--- config.mk ---
export PLATFORM = sky130hd
export DESIGN_NAME = tmr_scrub_ctrl
export DESIGN_NICKNAME = d
export VERILOG_FILES = /design/src/rtl/tmr_scrub_ctrl.sv
export SDC_FILE = /design/constraint.sdc
export NUM_CORES = 1
export LEC_CHECK = 0
export CAP_MARGIN = 20
export CORE_UTILIZATION = 30
export DETAILED_ROUTE_END_ITERATION = 10
export GPL_TIMING_DRIVEN = 0
export SYNTH_ARGS = -nofsm -noshare
export SYNTH_HDL_FRONTEND = slang
export SYNTH_SLANG_ARGS = --single-unit
export TNS_END_PERCENT = 20
--- constraint.sdc ---
create_clock -name clk_i -period 3.46 [get_ports clk_i]
set_input_delay 1.038 -clock clk_i [delete_from_list [all_inputs] [get_ports clk_i]]
set_output_delay 1.038 -clock clk_i [all_outputs]
set_load 0.02 [all_outputs]
--- src/rtl/tmr_scrub_ctrl.sv ---
// Request controller for the TMR SRAM: user read/write port plus background scrub reads.
// Optional mismatch counter on scrub reads is enabled by defining TMR_SCRUB_ERR_CNT_EN.
module tmr_scrub_ctrl #(
  parameter int unsigned ADDR_W         = 8,
  parameter int unsigned DATA_W         = 8,
  parameter int unsigned SCRUB_INTERVAL = 1024,
  parameter int unsigned MAX_DEFER      = 16
) (
  input  logic              clk_i,
  input  logic              rst_i,
  input  logic              scrub_en_i,
  input  logic              req_valid_i,
  output logic              req_ready_o,
  input  logic              req_we_i,
  input  logic [ADDR_W-1:0] req_addr_i,
  input  logic [DATA_W-1:0] req_wdata_i,
  output logic              rsp_valid_o,
  output logic [DATA_W-1:0] rsp_rdata_o,
  output logic              mem_enable_o,
  output logic              mem_we_o,
  output logic [ADDR_W-1:0] mem_addr_o,
  output logic [DATA_W-1:0] mem_wdata_o,
  input  logic [DATA_W-1:0] mem_rdata_i,
`ifdef TMR_SCRUB_ERR_CNT_EN
  input  logic              mem_mismatch_i,
  output logic [15:0]       err_count_o,
`endif
  output logic [ADDR_W-1:0] scrub_addr_o,
  output logic              scrub_pass_done_o
);

  localparam int unsigned TimerW = (SCRUB_INTERVAL > 2) ? $clog2(SCRUB_INTERVAL) : 1;
  localparam int unsigned DeferW = $clog2(MAX_DEFER + 1);
  localparam logic [TimerW-1:0] TimerReload = TimerW'(SCRUB_INTERVAL - 1);
  localparam logic [DeferW-1:0] DeferMax    = DeferW'(MAX_DEFER);

  typedef enum logic [2:0] {StIdle, StWr, StRd, StRdHold, StSc, StScHold} state_e;

  state_e              state_q, state_d;
  logic [ADDR_W-1:0]   lat_addr_q, lat_addr_d;
  logic [DATA_W-1:0]   lat_wdata_q, lat_wdata_d;
  logic [TimerW-1:0]   timer_q, timer_d;
  logic                pending_q, pending_d;
  logic [DeferW-1:0]   defer_q, defer_d;
  logic [ADDR_W-1:0]   scrub_addr_q, scrub_addr_d;
  logic                pass_done_q, pass_done_d;
  logic                req_ready_q, req_ready_d;
  logic                rsp_valid_q, rsp_valid_d;
  logic [DATA_W-1:0]   rsp_rdata_q, rsp_rdata_d;
  logic                mem_enable_q, mem_enable_d;
  logic                mem_we_q, mem_we_d;
  logic [ADDR_W-1:0]   mem_addr_q, mem_addr_d;
  logic [DATA_W-1:0]   mem_wdata_q, mem_wdata_d;

  logic accept;
  logic sc_done;
  logic in_scrub;

  always_comb begin
    state_d     = state_q;
    lat_addr_d  = lat_addr_q;
    lat_wdata_d = lat_wdata_q;
    accept      = req_valid_i & req_ready_q;
    sc_done     = (state_q == StScHold);
    in_scrub    = (state_q == StSc) || (state_q == StScHold);

    // req_ready_q is already low when the defer counter has saturated, so a
    // pending scrub is the only way out of idle in that case.
    unique case (state_q)
      StIdle: begin
        if (accept) begin
          lat_addr_d  = req_addr_i;
          lat_wdata_d = req_wdata_i;
          state_d     = req_we_i ? StWr : StRd;
        end else if (pending_q && scrub_en_i) begin
          state_d = StSc;
        end
      end
      StWr:     state_d = StIdle;
      StRd:     state_d = StRdHold;
      StRdHold: state_d = StIdle;
      StSc:     state_d = StScHold;
      StScHold: state_d = StIdle;
      default:  state_d = StIdle;
    endcase

    timer_d   = TimerReload;
    pending_d = 1'b0;
    defer_d   = '0;
    if (scrub_en_i) begin
      timer_d   = (timer_q == '0) ? TimerReload : timer_q - TimerW'(1);
      pending_d = (timer_q == '0) | (pending_q & ~sc_done);
      if (sc_done) begin
        defer_d = '0;
      end else if (pending_q && !in_scrub && (defer_q != DeferMax)) begin
        defer_d = defer_q + DeferW'(1);
      end else begin
        defer_d = defer_q;
      end
    end

    scrub_addr_d = sc_done ? scrub_addr_q + ADDR_W'(1) : scrub_addr_q;
    pass_done_d  = sc_done && (&scrub_addr_q);

    req_ready_d = (state_d == StIdle) && (defer_d != DeferMax);
    rsp_valid_d = (state_q == StRdHold);
    rsp_rdata_d = (state_q == StRdHold) ? mem_rdata_i : rsp_rdata_q;

    // Memory drive is registered, so it is decoded from the upcoming state.
    mem_enable_d = 1'b0;
    mem_we_d     = 1'b0;
    mem_addr_d   = '0;
    mem_wdata_d  = '0;
    unique case (state_d)
      StWr: begin
        mem_enable_d = 1'b1;
        mem_we_d     = 1'b1;
        mem_addr_d   = lat_addr_d;
        mem_wdata_d  = lat_wdata_d;
      end
      StRd, StRdHold: begin
        mem_enable_d = 1'b1;
        mem_addr_d   = lat_addr_d;
      end
      StSc, StScHold: begin
        mem_enable_d = 1'b1;
        mem_addr_d   = scrub_addr_q;
      end
      default: ;
    endcase
  end

  always_ff @(posedge clk_i) begin
    if (rst_i) begin
      state_q      <= StIdle;
      lat_addr_q   <= '0;
      lat_wdata_q  <= '0;
      timer_q      <= TimerReload;
      pending_q    <= 1'b0;
      defer_q      <= '0;
      scrub_addr_q <= '0;
      pass_done_q  <= 1'b0;
      req_ready_q  <= 1'b0;
      rsp_valid_q  <= 1'b0;
      rsp_rdata_q  <= '0;
      mem_enable_q <= 1'b0;
      mem_we_q     <= 1'b0;
      mem_addr_q   <= '0;
      mem_wdata_q  <= '0;
    end else begin
      state_q      <= state_d;
      lat_addr_q   <= lat_addr_d;
      lat_wdata_q  <= lat_wdata_d;
      timer_q      <= timer_d;
      pending_q    <= pending_d;
      defer_q      <= defer_d;
      scrub_addr_q <= scrub_addr_d;
      pass_done_q  <= pass_done_d;
      req_ready_q  <= req_ready_d;
      rsp_valid_q  <= rsp_valid_d;
      rsp_rdata_q  <= rsp_rdata_d;
      mem_enable_q <= mem_enable_d;
      mem_we_q     <= mem_we_d;
      mem_addr_q   <= mem_addr_d;
      mem_wdata_q  <= mem_wdata_d;
    end
  end

`ifdef TMR_SCRUB_ERR_CNT_EN
  logic [15:0] err_cnt_q, err_cnt_d;

  always_comb begin
    err_cnt_d = err_cnt_q;
    if ((state_q == StScHold) && mem_mismatch_i && (err_cnt_q != 16'hFFFF)) begin
      err_cnt_d = err_cnt_q + 16'd1;
    end
  end

  always_ff @(posedge clk_i) begin
    if (rst_i) begin
      err_cnt_q <= '0;
    end else begin
      err_cnt_q <= err_cnt_d;
    end
  end

  assign err_count_o = err_cnt_q;
`endif

  assign req_ready_o       = req_ready_q;
  assign rsp_valid_o       = rsp_valid_q;
  assign rsp_rdata_o       = rsp_rdata_q;
  assign mem_enable_o      = mem_enable_q;
  assign mem_we_o          = mem_we_q;
  assign mem_addr_o        = mem_addr_q;
  assign mem_wdata_o       = mem_wdata_q;
  assign scrub_addr_o      = scrub_addr_q;
  assign scrub_pass_done_o = pass_done_q;

endmodule

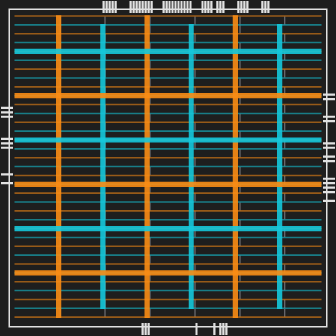
**Above:** run 1 (PDN straps and rails).
Pins as bars on the die edge. Tap cells in grey.
Key: VDD = cyan; VSS = orange
The core has 34 rows. 6 straps on met5. 35 met1 rails follow the rows. 6 straps on met4.

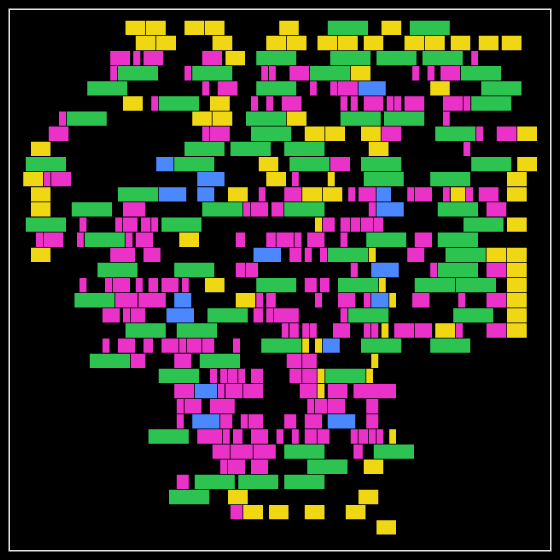
**Above:** run 1 (placed cells, one colour a class).
Key: combinational and other logic = magenta [cells 189]; other buffers and delay cells = yellow [cells 79]; clock drivers and dummy loads = blue [cells 16]; flops = green [cells 72]

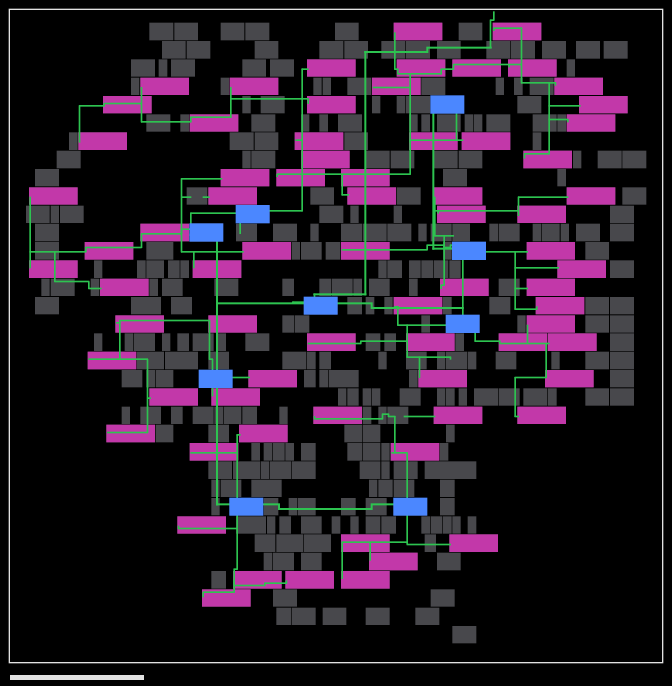
**Above:** run 1 (routed clock nets over the placement).
Bar = 20 µm.
Key: flip-flops = magenta [count 72]; clock drivers = blue [count 9]; clock wires = green [length 895 µm]
Position of the flops: all over the die. There are 10 routed clock nets.

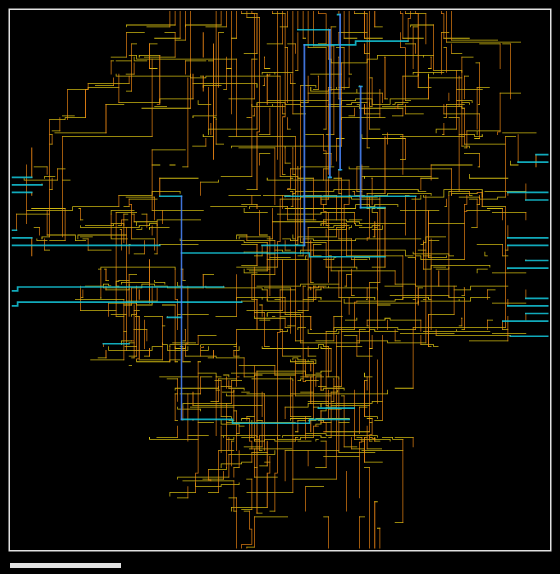
**Above:** run 1 (routed metal, one colour a layer).
Bar = 20 µm.
Key: metal 3 = cyan [wire length 345 µm]; metal 2 = orange [wire length 2750 µm]; metal 4 = blue [wire length 152 µm]; metal 1 = yellow [wire length 2730 µm]

run 1: state kept, by name, indices dropped and copies added, names as in the netlist:
signal and cells:
defer_q 5, lat_addr_q 8, lat_wdata_q 8, mem_addr_o 8, mem_enable_o 1, mem_wdata_o 8
mem_we_o 1, pending_q 1, req_ready_o 1, rsp_rdata_o 8, rsp_valid_o 1, scrub_addr_o 8
scrub_pass_done_o 1, state_q 3, timer_q 10
run 1: power by group through the flow:
stage / clock network [mW] / registers, mW / logic, mW
finish: 0.621 / 0.851 / 0.121
global route: 0.684 / 0.853 / 0.132
CTS: 0.642 / 0.852 / 0.123
detailed placement: 0 / 0.871 / 0.122
global placement: 0 / 0.871 / 0.122
floorplan: 0 / 0.877 / 0.0566
run 1: cell usage in the layout, fill, tap and decap left out, types with 4 or more instances in the layout:
master and instances:
ha_1 4, dfxtp_1 72, clkbuf_8 9, nor3_1 4, nor4_1 5, nand3_1 6, nor2b_1 4, clkbuf_1 13
clkdlybuf4s50_1 65, a21oi_1 5, o32ai_1 8, inv_1 14, mux2i_1 26, xnor2_1 10, xor2_1 4, nor2_1 46
nand2_1 20
run 1: cell families (layout without fill, tap and decap cells):
kind of cell | count (synthesis) | count (layout) | synth area share (%)
simple gates | 108 | 108 | 20.50
flops | 72 | 72 | 53.19
buf+inv | 28 | 109 | 4.017
mux | 26 | 26 | 9.603
compound gates | 23 | 23 | 6.325
xor+xnor | 14 | 14 | 4.524
fa+ha+maj | 4 | 4 | 1.847
run 1: final timing paths:
path	startpoint	endpoint	depth (start not counted)
hold reg to reg	timer_q[0]	timer_q[0]	1
setup / recovery	req_valid_i	mem_addr_o[5]	6
setup reg to reg	timer_q[0]	timer_q[9]	6
hold / removal	timer_q[0]	timer_q[0]	1
==> qor.yml, run 1 <==
outcome:
  status: "complete, no violations"
global_route:
  grt_util_met2_pct: 21.34
  use_met1_pct: 16.06
  grt_pass1_vias: 2122
  grtUsageTotal_pct: 13.43
  use_met3_pct: 4.624
final_layout:
  n_all_buffers: 79
  nets: 384
  logic_gates: 175
  antenna_cells: 0
  logic_area_mm2: 0.001160
  final_area_mm2: 0.003682
  comb_area_share_pct: 31.50
  dominant_cells: "registers"
  drive_above_1_share_pct: 6.461
  seq_share_pct: 39.14
  instances_no_fill: 464
  nFillCells: 878
sta:
  slew_viol_final: 0
  hold_viol_final: 0
  relSlewSlack_pct: 54.56
  fmax_mhz: 366.4
  tightestPinTransition_ps: 681.6
  fin_tns_setup_ps: 0
  finalCriticalPeriod_ps: 2729
detailed_routing:
  detail-route-antenna-nets: 0
  drt_iter0_drc: 65
  vias: 2146
  routed_wl_mm: 5.980
  via_per_inst: 4.625
  drc: 0
synth:
  synthArstFlopShare_pct: 0
  synth.most_common_cell: "dfxtp_1"
  synthCells: 275
  top_area_share_pct: 53.19
  yosysChipArea_mm2: 0.002710
  ys_types: 38
  ys.flop_type: "dfxtp_1"
  edf_count: 0
die:
  fp_util_pct: 31.08
  io_pins: 66
  core-area_mm2: 0.008721
  dieArea_mm2: 0.009418
critical_path:
  crit_path_top_delay_cell: "nor4_4"
  critPathMaxFanout: 10
  critical-path-top-delay-family: "buffers and inverters"
  critical_path_buf_inv_count: 2
  cp_cell_sequence: "clkdlybuf4s50_1 > nand2_1 > nor4_4 > buf_4 > mux2i_1 > o32ai_1"
  critPathLaunchType: "input port"
cts:
  clkTransAtPathRegs_ps: 80
  ctsResizeCount: 0
  clock_sinks: 72
  postCtsSetupRepairBufs: 0
  cts_buffer_depth: 2
  clk_latency_ps: 360
placement:
  port_buffers: 65
  gp_congestion: 0.7773
  placed_area_mm2: 0.003496
pwr:
  power_frac_clock_pct: 39.0
  p_sw_uw: 413.3
  ir_drop_mv: 0.1602
  seqPwrFrac_pct: 53.4
==> run 2, diff against run 1 <==
- clock period: 3.46 -> 2.7 ns (I/O delays scaled with it)
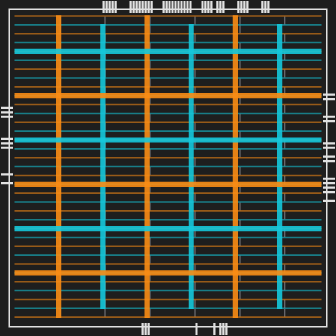
**Above:** run 2 (PDN straps and rails).
Pins as bars on the die edge. Tap cells in grey.
Key: VSS = orange; VDD = cyan
The core has 34 rows. 66 signal pins sit on the boundary. 35 met1 rails follow the rows. 6 straps on met4.

==> run 2 against run 1 <==
- sequential power rose by 28%
- hold slack is the same
- highest routed layer unchanged
- critical path depth unchanged
- area after synthesis is the same
- global-route usage stayed put
- register-to-register slack worse by 760 ps
- non-clock buffer count unchanged
- sequential share of layout area unchanged
- via count unchanged
- setup slack worse by 530 ps
==> qor.yml, run 2 <==
die:
  dieArea_mm2: 0.009418
  core-area_mm2: 0.008721
  fp.dieW_um: 97.05
  fp_util_pct: 31.08
  io_pins: 66
synth:
  edf_count: 0
  ys_warn_count: 0
  ys_types: 38
  synth.most_common_cell: "dfxtp_1"
  synthCells: 275
  top_cells_by_area: "dfxtp_1 53%, mux2i_1 9.6%, nor2_1 6.4%"
  ys_seq_share_pct: 53.19
  yosysChipArea_mm2: 0.002710
  synthArstFlopShare_pct: 0
  synthTopCellsByCount: "72 x dfxtp_1, 46 x nor2_1, 26 x mux2i_1"
  syn_area_per_cell_um2: 9.855
  top_area_share_pct: 53.19
  ys.flop_type: "dfxtp_1"
detailed_routing:
  routed_wl_mm: 5.980
  drt_iter0_drc: 65
  vias: 2146
  routedWlPerCell_um: 12.89
  detail-route-antenna-nets: 0
  drc: 0
  via_per_inst: 4.625
global_route:
  grtUsageTotal_pct: 13.43
  overflow: 0
  grt_pass1_wl_mm: 10.07
  grt_pass1_vias: 2122
critical_path:
  max_stage_delay_ps: 530
  crit_cells: 6
  critPathLaunchType: "input port"
  reg2reg_slack_ps: 610
  critical_path_buf_inv_count: 2
  critPathMaxFanout: 10
  r2r-start: "timer_q[0]"
  path_class: "in2reg"
  worst_r2r_endpoint: "timer_q[9]"
  critPathLaunch: "req_valid_i"
  cp_cell_sequence: "clkdlybuf4s50_1 > nand2_1 > nor4_4 > buf_4 > mux2i_1 > o32ai_1"
  cp-endpoint: "mem_addr_o[5]"
  critical-path-top-delay-family: "buffers and inverters"
  crit_path_top_delay_cell: "nor4_4"
  worstRegToRegCells: 6
cts:
  clock_sinks: 72
  clkTransAtPathRegs_ps: 80
  ctsResizeCount: 0
  clk_latency_ps: 360
  root_buffer: "clkbuf_8"
  tritoncts: "yes"
  cts_buffer_depth: 2
  postCtsSetupRepairBufs: 0
  htree_levels: 3
final_layout:
  top_register: "timer_q"
  layout_top_cell: "dfxtp_1"
  nFillCells: 878
  drive_above_1_share_pct: 6.461
  final_area_mm2: 0.003682
  antenna_cells: 0
  nets: 384
  syn2layout_area_growth_pct: 35.87
  mostFrequentLayoutCells: "72 x dfxtp_1, 65 x clkdlybuf4s50_1, 46 x nor2_1"
  largest_reg_flops: 10
min_path:
  min-delay-path-class: "reg2reg"
  worstHoldStart: "timer_q[0]"
placement:
  port_buffers: 65
  gp_congestion: 0.7773
  placed_area_mm2: 0.003496
  hpwl_mm: 4.344
sta:
  fmax_mhz: 399.8
  fin_crit_sh_pct: 92.64
  slew_viol_final: 0
  tightestPinTransition_ps: 681.6
  setup_slack_ps: 198.7
  finalCriticalPeriod_ps: 2501
  rsz0062_at_grt: "no"
  relSlewSlack_pct: 54.56
  setup_viol: 0
  hold_viol_final: 0
outcome:
  status: "complete, no violations"
pwr:
  powerDensity_mw_per_mm2: 554.7
  p_leak_nw: 1.349
  power_mw: 2.042
  ir_drop_mv: 0.2052
flow_run:
  tool_warnings: 27
  drv_cap: 0
-- run 2: worst min path at each step --
| stage | end | slack (ps) | depth (start not counted) |
|---|---|---|---|
| finish | timer_q[0] | 420 | 1 |
| floorplan | timer_q[0] | 380 | 1 |
| global route | timer_q[0] | 450 | 1 |
| CTS | timer_q[0] | 420 | 1 |
| global placement | timer_q[0] | 400 | 1 |
| detailed placement | timer_q[0] | 400 | 1 |
-- run 2: layout make-up --
type                            count  area, µm²  area share (%)
Clock buffer                        9      123.9           3.364
Multi-Input combinational cell    175       1160           31.50
Clock inverter                      7      62.56           1.699
Tap cell                          108      135.1           3.670
Timing Repair Buffer               65      650.6           17.67
Sequential cell                    72       1441           39.14
Inverter                           14      52.55           1.427
Buffer                             14      56.30           1.529
-- run 2: per-layer routing --
layer	track usage, %	share of wire (%)	vias to the layer above
li1	-	-	1099
met1	16.06	46	993
met2	21.34	46	42
met3	4.624	5.8	12
met4	6.774	2.5	0
met5	0	0	-
-- run 2: cell families after synthesis --
logic type	after synthesis	synth area share (%)
simple gates	108	20.50
flops	72	53.19
buf+inv	28	4.017
mux	26	9.603
compound gates	23	6.325
xor+xnor	14	4.524
fa+ha+maj	4	1.847
-- run 2: where the power goes --
part / internal (mW) / switching, mW / total (mW)
clock: 0.350 / 0.446 / 0.796
combinational: 0.0794 / 0.0761 / 0.156
sequential: 1.08 / 0.00796 / 1.09
total: 1.51 / 0.530 / 2.04
-- run 2: stage by stage --
step           hold WS (ps)  TNS (ps)  instances
3_5_place_dp          404.6     -2698        448
2_1_floorplan         384.2         0        275
3_3_place_gp          396.0     -2573        448
4_1_cts               423.5         0        464
5_1_grt               448.2         0        464
6_report              421.6         0        464
==> run 3, diff against run 2 <==
- PLACE_DENSITY: not set -> 0.64
- SETUP_SLACK_MARGIN: not set -> 0.3
==> run 3 against run 2 <==
- power increased by 0.85%
- synthesized cell count unchanged
- first-iteration DRC count unchanged
- non-clock buffer count increased by 2
- critical path depth unchanged
- area after synthesis unchanged
- die area unchanged
- sequential share of layout area decreased by 0.15 points
- maximum frequency increased by 8.6%
- core utilization increased by 0.16 points
- hold slack improved by 3.4 ps
- critical endpoint is now mem_addr_o[0]
- setup slack improved by 200 ps
- highest routed layer unchanged
==> qor.yml, run 3 <==
outcome:
  status: "complete, no violations"
synth:
  top_area_cell: "dfxtp_1"
  synth.most_common_cell: "dfxtp_1"
  synthTopCellsByCount: "72 x dfxtp_1, 46 x nor2_1, 26 x mux2i_1"
  top_area_share_pct: 53.19
  top_cells_by_area: "dfxtp_1 53%, mux2i_1 9.6%, nor2_1 6.4%"
  syn_area_per_cell_um2: 9.855
  synthArstFlopShare_pct: 0
  ys.flop_type: "dfxtp_1"
  ys_types: 38
  synthCells: 275
  edf_count: 0
cts:
  clkTransAtPathRegs_ps: 90
  clk_latency_ps: 350
  root_buffer: "clkbuf_8"
  cts_buffer_depth: 2
  tritoncts: "yes"
  ctsResizeCount: 0
  clock_sinks: 72
sta:
  rsz0062_at_grt: "no"
  setup_viol: 0
  fin_crit_sh_pct: 85.32
  slew_viol_final: 0
  hold_viol_final: 0
  fmax_mhz: 434.1
  tightestPinTransition_ps: 686.1
  finalCriticalPeriod_ps: 2304
pwr:
  power_frac_clock_pct: 39.3
  p_sw_uw: 543.6
  pg_comb_uw: 160
  clock_power_uw: 809
  power_mw: 2.060
  p_comb_share_pct: 7.8
  powerDensity_mw_per_mm2: 557.3
  p_seq_mw: 1.09
  ir_drop_mv: 0.2339
  p_leak_nw: 1.355
  p_int_mw: 1.516
  swShare_pct: 26.39
  seqPwrFrac_pct: 53.0
critical_path:
  critPathLaunchType: "input port"
  crit_path_top_delay_cell: "clkdlybuf4s50_1"
  critical_path_buf_inv_count: 2
  critPathMaxFanout: 5
  cp_cell_sequence: "clkdlybuf4s50_1 > nand2_1 > nor4_4 > buf_4 > mux2i_1 > o32ai_1"
  max_stage_delay_ps: 500
  path_class: "in2reg"
  critical-path-top-delay-family: "buffers and inverters"
flow_run:
  drv_cap: 0
  tool_warnings: 27
detailed_routing:
  via_per_inst: 4.614
  drt_iter0_drc: 65
  detail-route-antenna-nets: 0
  vias: 2150
  routedWlPerCell_um: 13.11
  drc: 0
  routed_wl_mm: 6.111
final_layout:
  top_register: "timer_q"
  nets: 386
  mostFrequentLayoutCells: "72 x dfxtp_1, 65 x clkdlybuf4s50_1, 46 x nor2_1"
  syn2layout_area_growth_pct: 36.38
  final_area_mm2: 0.003696
  largest_reg_flops: 10
  antenna_cells: 0
  drive_above_1_share_pct: 6.983
die:
  fp.dieW_um: 97.05
  io_pins: 66
  fp_util_pct: 31.08
  core-area_mm2: 0.008721
  dieArea_mm2: 0.009418
min_path:
  min-delay-path-class: "reg2reg"
global_route:
  grt_pass1_wl_mm: 10.23
  overflow: 0
  grt_pass1_vias: 2143
  grt_max_degree: 16
  grtUsageTotal_pct: 13.76
placement:
  placed_area_mm2: 0.003496
  hpwl_mm: 4.293
==> run 3: final timing paths <==
check         startpoint            end  slack, ps  cells past startpoint
max          req_valid_i  mem_addr_o[0]        400                      6
min reg2reg   timer_q[0]     timer_q[0]        420                      1
max reg2reg   timer_q[0]     timer_q[3]        580                      6
min           timer_q[0]     timer_q[0]        420                      1
==> run 3: cell type report <==
cell class,count,area [µm²]
fill,839,5025
sequential,72,1441
multi-input combinational,175,1160
timing repair buffer,67,665.6
tap,108,135.1
clock buffer,9,123.9
clock inverter,7,61.31
buffer,14,56.30
inverter,14,52.55
==> run 3: per-stage QoR <==
step                utilization [%]  cells  setup slack, ps  TNS [ps]  hold slack, ps
floorplan                         -    275            643.9         0           384.2
global placement              40.09    448           -165.9     -2263           396.4
detailed placement            40.09    448           -168.2     -2589           410.9
CTS                           42.38    466            386.0         0           431.7
global route                  42.38    466            304.6         0           447.2
finish                        42.38    466            396.4         0           425.0
==> run 3: repair_timing <==
item	in CTS	in global routing
hold buffers	0	0
buffers inserted	2	0
endpoints found under the setup margin	20	0
==> run 3: cells by family after synthesis <==
| group | Yosys count | share of synthesized area [%] |
|---|---|---|
| buf+inv | 28 | 4.017 |
| mux | 26 | 9.603 |
| flops | 72 | 53.19 |
| xor+xnor | 14 | 4.524 |
| compound gates | 23 | 6.325 |
| fa+ha+maj | 4 | 1.847 |
| simple gates | 108 | 20.50 |
==> run 3: per-layer routing <==
layer | vias to the layer above | part of all wire [%] | routed length (µm) | global-route usage [%]
met1 | 990 | 46 | 2802 | 16.61
met5 | - | 0 | 0 | 0
li1 | 1103 | - | - | -
met4 | 0 | 2.5 | 155 | 7.922
met3 | 14 | 5.2 | 317 | 4.480
met2 | 43 | 46 | 2835 | 21.40
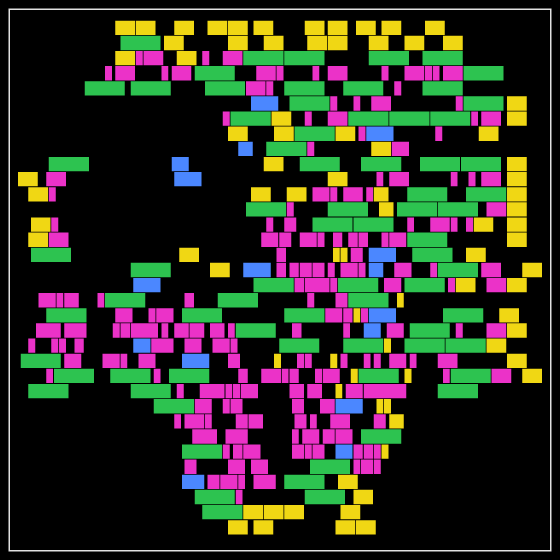
**Above:** run 3 (placed cells, one colour a class).
Key: flops = green [cells 72]; other buffers and delay cells = yellow [cells 81]; combinational and other logic = magenta [cells 189]; clock drivers and dummy loads = blue [cells 16]

Power is estimated from default activity; no workload was simulated.
